==> src/rtl/adc128_pkg.sv <==
// Shared constants, FSM state type and frame-load helper for the
// ADC128S022 serial-interface responder.
package adc128_pkg;

  localparam int unsigned FRAME_BITS      = 16;
  localparam int unsigned LEAD_ZEROS      = 4;
  localparam int unsigned ADDR_EDGE_FIRST = 3;
  localparam int unsigned ADDR_W          = 3;
  localparam int unsigned DATA_W          = 12;
  localparam int unsigned NUM_CH          = 8;
  localparam int unsigned CNT_W           = $clog2(FRAME_BITS);

  typedef enum logic {
    IDLE   = 1'b0,
    ACTIVE = 1'b1
  } resp_state_t;

  // Build the outgoing frame word: leading zeros followed by the selected sample.
  function automatic logic [FRAME_BITS-1:0] load_word(
    input logic [NUM_CH*DATA_W-1:0] ch_data,
    input logic [ADDR_W-1:0]        addr
  );
    logic [31:0] base;
    base = 32'(addr) * DATA_W;
    return {{LEAD_ZEROS{1'b0}}, ch_data[base +: DATA_W]};
  endfunction

endpackage

==> src/rtl/adc128s022_responder_sync_edge_det.sv <==
// N-stage synchronizer for an asynchronous input, with single-cycle
// rise/fall pulses derived from the synchronized level.
module sync_edge_det #(
  parameter int unsigned STAGES  = 2,
  parameter logic        RST_VAL = 1'b0
) (
  input  logic clk_50,
  input  logic rst_n,
  input  logic async_in,
  output logic level,
  output logic rise,
  output logic fall
);

  logic [STAGES-1:0] sync_q;
  logic              prev_q;

  // Synchronizer chain plus one delayed copy for edge detection.
  always_ff @(posedge clk_50 or negedge rst_n) begin
    if (!rst_n) begin
      sync_q <= {STAGES{RST_VAL}};
      prev_q <= RST_VAL;
    end else begin
      sync_q <= {sync_q[STAGES-2:0], async_in};
      prev_q <= sync_q[STAGES-1];
    end
  end

  assign level = sync_q[STAGES-1];
  assign rise  = level & ~prev_q;
  assign fall  = ~level & prev_q;

endmodule

==> src/rtl/adc128s022_responder.sv <==
// ADC128S022 responder: emulates the ADC's serial interface toward an SPI
// master. The master samples dout on sck rising edges; the responder shifts
// on sck falling edges and captures the channel address from din on rising
// edges 3..5. Optional abort checking is enabled with ADC_RESP_ERR_CHECK_EN.
module adc128s022_responder
  import adc128_pkg::*;
#(
  parameter int unsigned SYNC_STAGES = 2
) (
  input  logic                     clk_50,
  input  logic                     rst_n,
  input  logic                     adc_sck,
  input  logic                     adc_cs_n,
  input  logic                     din,
  input  logic [NUM_CH*DATA_W-1:0] ch_data,
  output logic                     dout,
  output logic                     frame_done,
  output logic [ADDR_W-1:0]        cur_addr,
  output logic                     frame_err,
  output logic [7:0]               err_count
);

  localparam logic [CNT_W-1:0] LAST_CNT = CNT_W'(FRAME_BITS - 1);
  localparam logic [CNT_W-1:0] ADDR_LO  = CNT_W'(ADDR_EDGE_FIRST - 1);
  localparam logic [CNT_W-1:0] ADDR_HI  = CNT_W'(ADDR_EDGE_FIRST - 2 + ADDR_W);

  logic sck_rise, sck_fall, sck_level_unused;
  logic cs_rise, cs_fall, cs_level_unused;
  logic din_s, din_rise_unused, din_fall_unused;

  sync_edge_det #(.STAGES(SYNC_STAGES), .RST_VAL(1'b0)) u_sync_sck (
    .clk_50   (clk_50),
    .rst_n    (rst_n),
    .async_in (adc_sck),
    .level    (sck_level_unused),
    .rise     (sck_rise),
    .fall     (sck_fall)
  );

  sync_edge_det #(.STAGES(SYNC_STAGES), .RST_VAL(1'b1)) u_sync_cs (
    .clk_50   (clk_50),
    .rst_n    (rst_n),
    .async_in (adc_cs_n),
    .level    (cs_level_unused),
    .rise     (cs_rise),
    .fall     (cs_fall)
  );

  sync_edge_det #(.STAGES(SYNC_STAGES), .RST_VAL(1'b0)) u_sync_din (
    .clk_50   (clk_50),
    .rst_n    (rst_n),
    .async_in (din),
    .level    (din_s),
    .rise     (din_rise_unused),
    .fall     (din_fall_unused)
  );

  resp_state_t           state_q, state_d;
  logic [CNT_W-1:0]      bit_cnt_q, bit_cnt_d;
  logic [FRAME_BITS-1:0] shift_q, shift_d;
  logic [ADDR_W-1:0]     addr_cap_q, addr_cap_d;
  logic [ADDR_W-1:0]     cur_addr_q, cur_addr_d;
  logic                  reload_pend_q, reload_pend_d;
  logic                  frame_done_q;
  logic                  done_d;
  logic                  abort_d;

  // Next-state and datapath decode; cs_n rising takes priority over sck edges.
  always_comb begin
    state_d       = state_q;
    bit_cnt_d     = bit_cnt_q;
    shift_d       = shift_q;
    addr_cap_d    = addr_cap_q;
    cur_addr_d    = cur_addr_q;
    reload_pend_d = reload_pend_q;
    done_d        = 1'b0;
    abort_d       = 1'b0;
    case (state_q)
      IDLE: begin
        if (cs_fall) begin
          state_d       = ACTIVE;
          bit_cnt_d     = '0;
          shift_d       = load_word(ch_data, cur_addr_q);
          reload_pend_d = 1'b0;
        end
      end
      ACTIVE: begin
        if (cs_rise) begin
          state_d       = IDLE;
          bit_cnt_d     = '0;
          shift_d       = '0;
          reload_pend_d = 1'b0;
          // A frame counts as aborted only once it has seen at least one
          // rising edge; a counter of zero means either nothing started or
          // the previous frame just completed on its 16th edge.
          abort_d       = (bit_cnt_q != '0);
        end else if (sck_rise) begin
          if (bit_cnt_q >= ADDR_LO && bit_cnt_q <= ADDR_HI)
            addr_cap_d = {addr_cap_q[ADDR_W-2:0], din_s};
          if (bit_cnt_q == LAST_CNT) begin
            bit_cnt_d     = '0;
            cur_addr_d    = addr_cap_d;
            done_d        = 1'b1;
            reload_pend_d = 1'b1;
          end else begin
            bit_cnt_d = bit_cnt_q + 1'b1;
          end
        end else if (sck_fall) begin
          // The 16th falling edge follows the 16th rising edge, so a pending
          // reload marks it and the new cur_addr is already in place.
          if (reload_pend_q) begin
            shift_d       = load_word(ch_data, cur_addr_q);
            reload_pend_d = 1'b0;
          end else begin
            shift_d = {shift_q[FRAME_BITS-2:0], 1'b0};
          end
        end
      end
      default: state_d = IDLE;
    endcase
  end

  // State and datapath registers.
  always_ff @(posedge clk_50 or negedge rst_n) begin
    if (!rst_n) begin
      state_q       <= IDLE;
      bit_cnt_q     <= '0;
      shift_q       <= '0;
      addr_cap_q    <= '0;
      cur_addr_q    <= '0;
      reload_pend_q <= 1'b0;
      frame_done_q  <= 1'b0;
    end else begin
      state_q       <= state_d;
      bit_cnt_q     <= bit_cnt_d;
      shift_q       <= shift_d;
      addr_cap_q    <= addr_cap_d;
      cur_addr_q    <= cur_addr_d;
      reload_pend_q <= reload_pend_d;
      frame_done_q  <= done_d;
    end
  end

  assign dout       = (state_q == ACTIVE) & shift_q[FRAME_BITS-1];
  assign frame_done = frame_done_q;
  assign cur_addr   = cur_addr_q;

`ifdef ADC_RESP_ERR_CHECK_EN
  logic       frame_err_q;
  logic [7:0] err_count_q;

  // Abort pulse and saturating abort counter.
  always_ff @(posedge clk_50 or negedge rst_n) begin
    if (!rst_n) begin
      frame_err_q <= 1'b0;
      err_count_q <= '0;
    end else begin
      frame_err_q <= abort_d;
      if (abort_d && (err_count_q != '1))
        err_count_q <= err_count_q + 1'b1;
    end
  end

  assign frame_err = frame_err_q;
  assign err_count = err_count_q;
`else
  logic abort_unused;
  assign abort_unused = abort_d;
  assign frame_err    = 1'b0;
  assign err_count    = '0;
`endif

endmodule

==> config.mk <==
export PLATFORM = sky130hd
export DESIGN_NAME = adc128s022_responder
export DESIGN_NICKNAME = d
export VERILOG_FILES = /design/src/rtl/adc128_pkg.sv /design/src/rtl/adc128s022_responder_sync_edge_det.sv /design/src/rtl/adc128s022_responder.sv
export SDC_FILE = /design/constraint.sdc
export NUM_CORES = 1
export LEC_CHECK = 0
export ABC_AREA = 1
export CORE_ASPECT_RATIO = 1.5
export CORE_MARGIN = 2
export CORE_UTILIZATION = 45
export CTS_CLUSTER_DIAMETER = 100
export DETAILED_ROUTE_END_ITERATION = 12
export PLACE_DENSITY = 0.8
export SLEW_MARGIN = 40
export SYNTH_ARGS = -nofsm -noshare
export SYNTH_HDL_FRONTEND = slang
export SYNTH_SLANG_ARGS = --single-unit
==> constraint.sdc <==
create_clock -name clk_50 -period 2.62 [get_ports clk_50]
set_clock_uncertainty 0.1 [all_clocks]
set_input_delay 0.655 -clock clk_50 [delete_from_list [all_inputs] [get_ports clk_50]]
set_output_delay 0.655 -clock clk_50 [all_outputs]
set_load 0.01 [all_outputs]
==> notes.md <==
yosys + openroad results -> status finished, final reports clean, synth warn 0, number of enable flip-flop cells 0, DR WL met2 4450 um, most frequent cell after synthesis nand2_1, r2r setup slk 0.77 ns, antenna fix cells 0, Net Sw Frac 0.318, Clock buf/inv share 0.0243, Post-Synth Simple-Gate Area 0.350, cell count after synthesis 431, logic area 1480 sq um, dominant class by area multi-input combinational cells, Worst IR Drop VDD 0.555 mV, Synth Seq Share 0.327, tap cell count 74, reg2reg path depth 10, Leak Pwr roughly 2 nW, Detail Placement HPWL 6280 um, Syn-to-layout area delta 39.8%, Required @ worst endpoint 1.87 ns, logic share of the area 0.372, CTS tree built, crit-path max cell delay ~0.63 ns, NetSw 0.533 mW, Hold Crit Class flip-flop to flip-flop, yosys cell count 431, combinational share of power 0.317, clock buf count 6, Synth logic family simple AND/OR/NAND/NOR gates, drt first-iter violations approximately 150, RR Startpoint u_sync_sck.prev_q, Hold Startpoint u_sync_sck.sync_q[0], Pins Over Slew Limit 0, Post-CTS Setup Bufs 0, Reg area 930 sq um, mapped cell area 2840 sq um, global-route usage over all layers 0.248, Worst Setup Start Kind flip-flop, multi-input logic cell count 302, DRC 0, Final min period 2.17 ns, First-pass DRT Iterations 4, average size of a mapped cell 6.59 sq um, CTS root buf clkbuf_8, buffering overhead 0.278, fmax 0.461 GHz, GP Congestion 0.884, Synth flops 37, final net count approximately 630, met3 wire length 462 um, leading post-synthesis cells by cell area dfrtp_1 30%, nand2_1 13%, nand3_1 9.3%, inv_1 8.6%, nor2_1 7.8%, Post-synth top flop dfrtp_1, library cells used by synthesis 30, Worst Hold Path EP u_sync_sck.sync_q[1], sequential share of cell area 0.234, asr flop ratio synth 1.00, Worst-path clk slew approximately 0.080 ns, YS chip area 2840 sq um, first-pass GRT wire length 13200 um, top layer reached by signal wires met4, Reg2Reg Capture Point shift_q[4], hold path depth 0, Inverters, non-clock 71, CTS Buffer Depth 2, WL met1 3080 um, wire length per cell 13.6 um, Hold Buf Count CTS 0, cell taking the most area after synthesis dfrtp_1, most frequent logic cells in the routed design 105 x clkdlybuf4s50_1, 100 x nand2_1, 65 x inv_1, worst-path maximum fanout 9, chip area 6970 sq um, Worst Path Arrival 1.42 ns, AO/OA Area Share 0.140, tool warnings 28, Crit path max-delay family buffers and inverters, critical-path cell list clkdlybuf4s50_1, H-tree depth 2, Synth Area in XOR/XNOR 0, clock sink count 37, cell-internal power around 1.1 mW, Final ANT Viol Nets 0, Setup CP Type flip-flop to output pin, CP Launch Point cur_addr[0], adder share 0.0176, CTS resizes 0, vias per cell 4.91, CTS Buf Count 5, endpoint class of the critical path output pin, Final Setup Violations 0, Commonest cells post-synth 100 x nand2_1, 65 x inv_1, 59 x nor2_1, highest-count logic cell in the final layout clkdlybuf4s50_1, initial antenna violation count 0, Buf/Inv on CP 1, final hold violations 0, Non-clk bufs 112, Critical-path top delay cell clkdlybuf4s50_1, vias in the first global route 2977, Remaining Overflow, GRT 0, post-synthesis mux area share 0, RSZ-0062 raised after global routing false, MaxCap Viol Count 0, pin count of the biggest net entering global routing 38, setup TNS 0 ns, number of sequential cells 37, Power Density 423 nW/um^2
## stage by stage
step           std cells  hold WS (ns)  power, mW  worst slack [ns]  cell area [sq um]
6_report             604         0.251       1.68             0.449               3970
5_1_grt              604         0.259       1.79             0.413               3970
4_1_cts              604         0.252       1.69             0.461               3970
3_5_place_dp         596         0.235       1.26             0.776               3870
3_3_place_gp         596         0.238       1.24             0.809               3870
2_1_floorplan        439         0.231       1.05              1.09               2870
## power groups by stage
stage	logic, mW	clock network (mW)	registers [mW]
after detailed placement	0.529	0	0.731
after CTS	0.538	0.432	0.721
after global routing	0.603	0.450	0.735
after global placement	0.515	0	0.726
final	0.532	0.424	0.722
after floorplan	0.332	0	0.718
## per-layer routing
layer	track usage	vias to the layer above
met5	0	-
met4	0.0950	0
met3	0.0411	19
met2	0.472	90
met1	0.261	1338
li1	-	1520
## worst max path at each step
stage	cells after the start	to	slack, ns
2_1_floorplan	9	shift_q[5]	1.09
3_3_place_gp	3	dout	0.81
3_5_place_dp	9	shift_q[4]	0.78
4_1_cts	1	cur_addr[0]	0.46
5_1_grt	3	dout	0.41
6_report	1	cur_addr[0]	0.45
## worst register-to-register path: stages, from the launching register on
cell	delay [ns]
dfrtp_1	0.37
inv_1	0.06
ha_1	0.20
inv_1	0.17
nand2_1	0.12
nand2_4	0.09
nand2_4	0.15
inv_2	0.22
nand2_1	0.08
o21ai_1	0.09
nand2_1	0.08
## sequential cells by signal, summed over array words and instances, names as in the netlist
register / count
u_sync_sck.prev_q: 1
u_sync_din.sync_q: 2
frame_done: 1
addr_cap_q: 3
reload_pend_q: 1
u_sync_sck.sync_q: 2
cur_addr: 3
state_q: 1
bit_cnt_q: 4
shift_q: 16
u_sync_cs.prev_q: 1
u_sync_cs.sync_q: 2
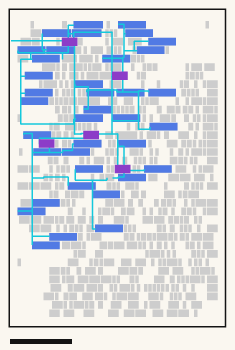
clock_map.png
Scale bar: 20 um.
blue -> flip-flops  # count 37
purple -> cells driving clock nets  # count 5
cyan -> clock wires  # length 479 um
routed clock nets = 6
Latency at later pin: 0.30 ns
clock-net power: 0.424 mW
power share of the clock group: 0.253

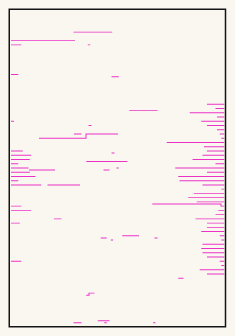
met3.png
wire length on this layer = 463 um
share of all routed wire = 5.6%
nets with wire on the layer = 72
GR Util met3: 0.0411
Vias: 2967
final wirelength: 8240 um

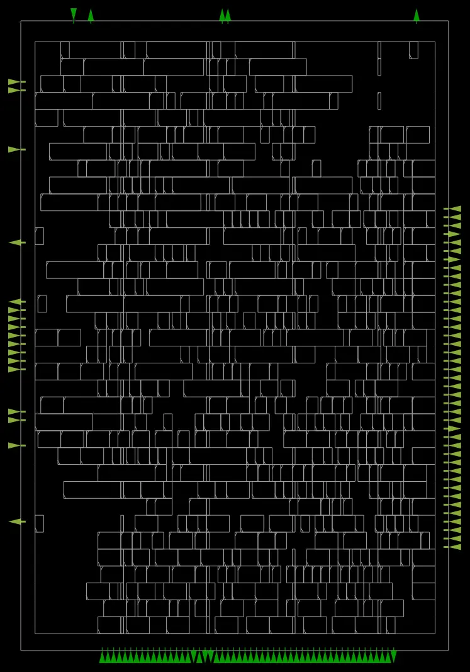
final_placement.png
# fillers: 544
Core ar.: 6130 sq um

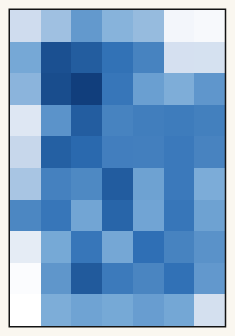
density.png
The die is cut into 7 by 10 equal tiles; white is low, dark blue is high, 0 to 100% covered.
nearly empty tiles = 2.9%
fullest tile = 94%
tiles over 75% full = 14%
mean over tiles = 56%
fp_density: 0.463
fin util: 0.647

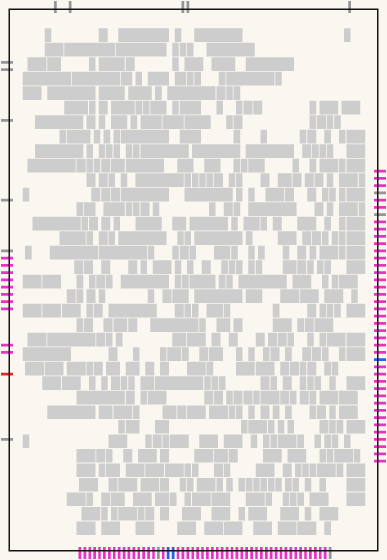
pins.png
Pins as bars across the die edge, other pins in grey.
blue -> cur_addr  # pins 3, direction output, edge 2 south, 1 east
red -> din  # pins 1, direction input, edge west
magenta -> ch_data  # pins 96, direction input, edge 48 south, 38 east, 10 west
all pins by edge = 52 south, 41 east, 17 west, 5 north
PortBufs: 105
Die Y: 101 um
die width: 68.9 um

Power figures rest on the tool's default switching activity, not on a simulated workload.
